File: config.mk
export PLATFORM = sky130hd
export DESIGN_NAME = siso_frame_deser
export DESIGN_NICKNAME = d
export VERILOG_FILES = /design/src/rtl/siso_frame_deser.sv
export SDC_FILE = /design/constraint.sdc
export NUM_CORES = 1
export LEC_CHECK = 0
export CORE_ASPECT_RATIO = 0.8
export CORE_MARGIN = 2
export CORE_UTILIZATION = 27
export CTS_BUF_LIST = sky130_fd_sc_hd__clkbuf_8 sky130_fd_sc_hd__clkbuf_16
export CTS_CLUSTER_SIZE = 25
export DETAILED_ROUTE_END_ITERATION = 6
export SLEW_MARGIN = 30
export SYNTH_ARGS = -nofsm -noshare
export SYNTH_HDL_FRONTEND = slang
export SYNTH_SLANG_ARGS = --single-unit
File: constraint.sdc
create_clock -name clk -period 2.4 [get_ports clk]
set_input_delay 0.36 -clock clk [delete_from_list [all_inputs] [get_ports clk]]
set_output_delay 0.36 -clock clk [all_outputs]
set_load 0.005 [all_outputs]
File: src/rtl/siso_frame_deser.sv
// Serial frame receiver: start 1, WIDTH data bits MSB first, stop 0.
// Optional even-parity slot before the stop bit via `define PARITY_CHECK_EN.
module siso_frame_deser #(
  parameter int WIDTH = 8
) (
  input  logic             clk,
  input  logic             rst,
  input  logic             serial_in,
  input  logic             bit_en,
  output logic [WIDTH-1:0] data_out,
  output logic             data_valid,
  input  logic             data_ready,
  output logic             frame_err,
  output logic             overrun,
  output logic             parity_err
);

  localparam int CW = $clog2(WIDTH);
  localparam logic [CW-1:0] LAST = CW'(WIDTH - 1);

  typedef enum logic [1:0] {
    S_IDLE,
    S_DATA,
    S_PARITY,
    S_STOP
  } state_t;

  state_t           state_q;
  logic [CW-1:0]    cnt_q;
  logic [WIDTH-1:0] shift_q;
  logic [WIDTH-1:0] data_q;
  logic             valid_q;
  logic             ferr_q;
  logic             ovr_q;
  logic             perr_q;
  logic             par_bad_q;

`ifdef PARITY_CHECK_EN
  localparam state_t AFTER_DATA = S_PARITY;
`else
  localparam state_t AFTER_DATA = S_STOP;
`endif

  always_ff @(posedge clk or posedge rst) begin
    if (rst) begin
      state_q   <= S_IDLE;
      cnt_q     <= '0;
      shift_q   <= '0;
      data_q    <= '0;
      valid_q   <= 1'b0;
      ferr_q    <= 1'b0;
      ovr_q     <= 1'b0;
      perr_q    <= 1'b0;
      par_bad_q <= 1'b0;
    end else begin
      ferr_q <= 1'b0;
      ovr_q  <= 1'b0;
      perr_q <= 1'b0;
      // Drain first; a good stop edge below may reload in the same cycle.
      if (valid_q && data_ready)
        valid_q <= 1'b0;
      if (bit_en) begin
        unique case (state_q)
          S_IDLE: begin
            par_bad_q <= 1'b0;
            if (serial_in) begin
              state_q <= S_DATA;
              cnt_q   <= '0;
            end
          end
          S_DATA: begin
            shift_q <= {shift_q[WIDTH-2:0], serial_in};
            if (cnt_q == LAST) begin
              state_q <= AFTER_DATA;
            end else begin
              cnt_q <= cnt_q + CW'(1);
            end
          end
          S_PARITY: begin
            par_bad_q <= (^shift_q) ^ serial_in;
            state_q   <= S_STOP;
          end
          S_STOP: begin
            state_q <= S_IDLE;
            if (serial_in) begin
              ferr_q <= 1'b1;
            end else if (par_bad_q) begin
              perr_q <= 1'b1;
            end else if (!valid_q || data_ready) begin
              data_q  <= shift_q;
              valid_q <= 1'b1;
            end else begin
              ovr_q <= 1'b1;
            end
          end
          default: state_q <= S_IDLE;
        endcase
      end
    end
  end

  assign data_out   = data_q;
  assign data_valid = valid_q;
  assign frame_err  = ferr_q;
  assign overrun    = ovr_q;
`ifdef PARITY_CHECK_EN
  assign parity_err = perr_q;
`else
  assign parity_err = 1'b0 & perr_q;
`endif

endmodule
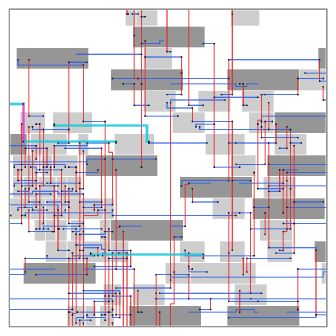
closeup.png
Region (19, 11) to (59, 51) µm. Cells in gray, sequential cells in the stronger gray; small squares are vias.
- blue: M1
- cyan: M3
- magenta: M4
- red: M2
- most frequent: dfrtp_1 (13), mux2_2 (11), nand2_1 (7)
- cells with their middle in the window: 67
- netlist names of flops here include: shift_q (8), cnt_q (2)
- sequential cells in the window: 13

==> run summary <==
Implementation results

As logged by OpenROAD, the buffers inserted on ports number 15. After synthesis, flip-flops and latches occupy 53.71% of the total area. The most used logic cell in the final layout is sky130_fd_sc_hd__dfrtp_1. The area share of the largest cell type after synthesis is between 50% and 60%. Of the post-synthesis cell area, the part taken by muxes is 17.29%. The count of library flops with an enable pin is 0.

The total placed instance area is between 1000 and 1500 µm². The final count of hold timing violations is 0. By startpoint and endpoint, the worst setup path is classified as reg -> reg. Looking at the clock tree report, the H-tree level count equals 1. The adder-cell share of the synthesized area is under 10%. STA classifies the critical path startpoint as a flip-flop.

Leaving out fill and tap cells, the most frequent cells in the layout are 25 x sky130_fd_sc_hd__dfrtp_1, 17 x sky130_fd_sc_hd__mux2_2, 15 x sky130_fd_sc_hd__clkdlybuf4s50_1. The area taken by flip-flops and latches is ~630 µm². The detailed-route vias per instance is ~4.4. The final layout reports a setup TNS of 0 ns. The worst flop-to-flop path endpoint is state_q[1]$_DFFE_PP0P_. The cell count after placement is ~160. For the final database, setup skew stands at between 0.002 and 0.003 ns. For the finished layout, the period the worst path requires is 1.745 ns.

The number of setup buffers added after CTS is 0. The run finished with clean final reports. The timing report shows the most common cell along the critical path to be sky130_fd_sc_hd__inv_1. The later pin in the worst-skew pair is clocked with a latency of around 0.27 ns. The first global-routing pass estimated roughly 3500 µm of wire. In this run the standard cell core region covers approximately 4200 µm². STA reports a reg2reg setup slack of 0.65 ns. After routing the design area is between 1000 and 1500 µm². The stage-log warning count is 30. Counting the warning lines in the Yosys log gives 0. The worst register-to-register path begins at state_q[0]$_DFFE_PP0P_.

The script logs the mean routed wire length per placed instance as ~12 µm. Setup repair after global routing left no endpoint under its margin. The highest fanout seen on the critical path is 5. Overall power consumption after layout is estimated at 1.849 mW. The hold-fix buffer count after cts is 0. The required time at the worst endpoint is listed as approximately 2.6 ns. The core utilization before placement is between 20 and 30%.

The horizontal die dimension is between 70 and 80 µm. The mean area per synthesized cell is about 13 µm². After synthesis the netlist holds a flip-flop and latch count of 25.

The via count of the first global-routing pass is approximately 760. The count of nets after finishing is 121. The count of endpoints failing setup in the final report is 0. In this run, the synthesized area fraction spent on xor and xnor cells is recorded as 6.445%. The clock drives 25 sinks. The final report gives the core utilization as ~34%.

The gate family responsible for the most delay along the worst path is AND-OR/OR-AND gates. The max-slew violation count is 0. The endpoint arrival time on the critical path is about 1.9 ns. The final-layout fill cell count is between 400 and 500. The number of cell rows is 21. The stat command in Yosys gives a chip area of about 1200 µm². The worst setup path endpoint is state_q[1]$_DFFE_PP0P_.

The iteration count recorded for the first detailed-route pass is 4. The number of antenna diodes in the final layout is 0. The dominant combinational cell family by area after synthesis is multiplexers. The number of buffers created by CTS is 3. STA on the placed design reports a worst setup slack of roughly 0.35 ns. For this design the static power due to leakage is around 0.65 nW. For this run, the number of standard cells in the final layout without fillers is 165. The distinct cell type count of the synthesized netlist is 23.
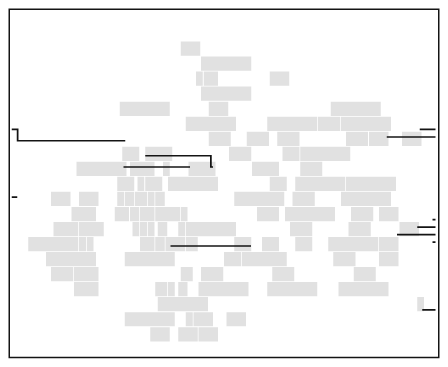
m3.png
Cells faint in the background.
- main direction: horizontal
- wire length on this layer: 86.2 µm
- longest straight run: 19.3 µm
- share of all routed wire: 4.4%
via total after detailed routing: 719
wirelength, routed: 1975 µm

## state kept, by name, summed over array words and instances (netlist names)
register,count
data_valid,1
shift_q,8
par_bad_q,1
overrun,1
data_out,8
state_q,2
cnt_q,3
frame_err,1
## metal layers
layer,track usage (%),vias to the layer above,share of wire (%)
met5,0,-,0
met3,3.179,2,4.4
li1,-,343,-
met4,1.339,0,0.20
met2,15.22,13,48
met1,11.07,361,47
## layout make-up
type	count	share of cell area (%)
multi-input combinational	58	35.52
tap	57	4.987
clock buffer	3	2.887
clock inverter	1	0.5249
inverter	5	1.312
sequential	25	43.74
timing repair buffer	16	11.02
## report_power, final
part | internal [mW] | total, mW | switching [mW]
Sequential | 0.610 | 0.761 | 0.151
Clock | 0.118 | 0.256 | 0.138
Combinational | 0.534 | 0.832 | 0.298
Power is estimated from default activity; no workload was simulated.
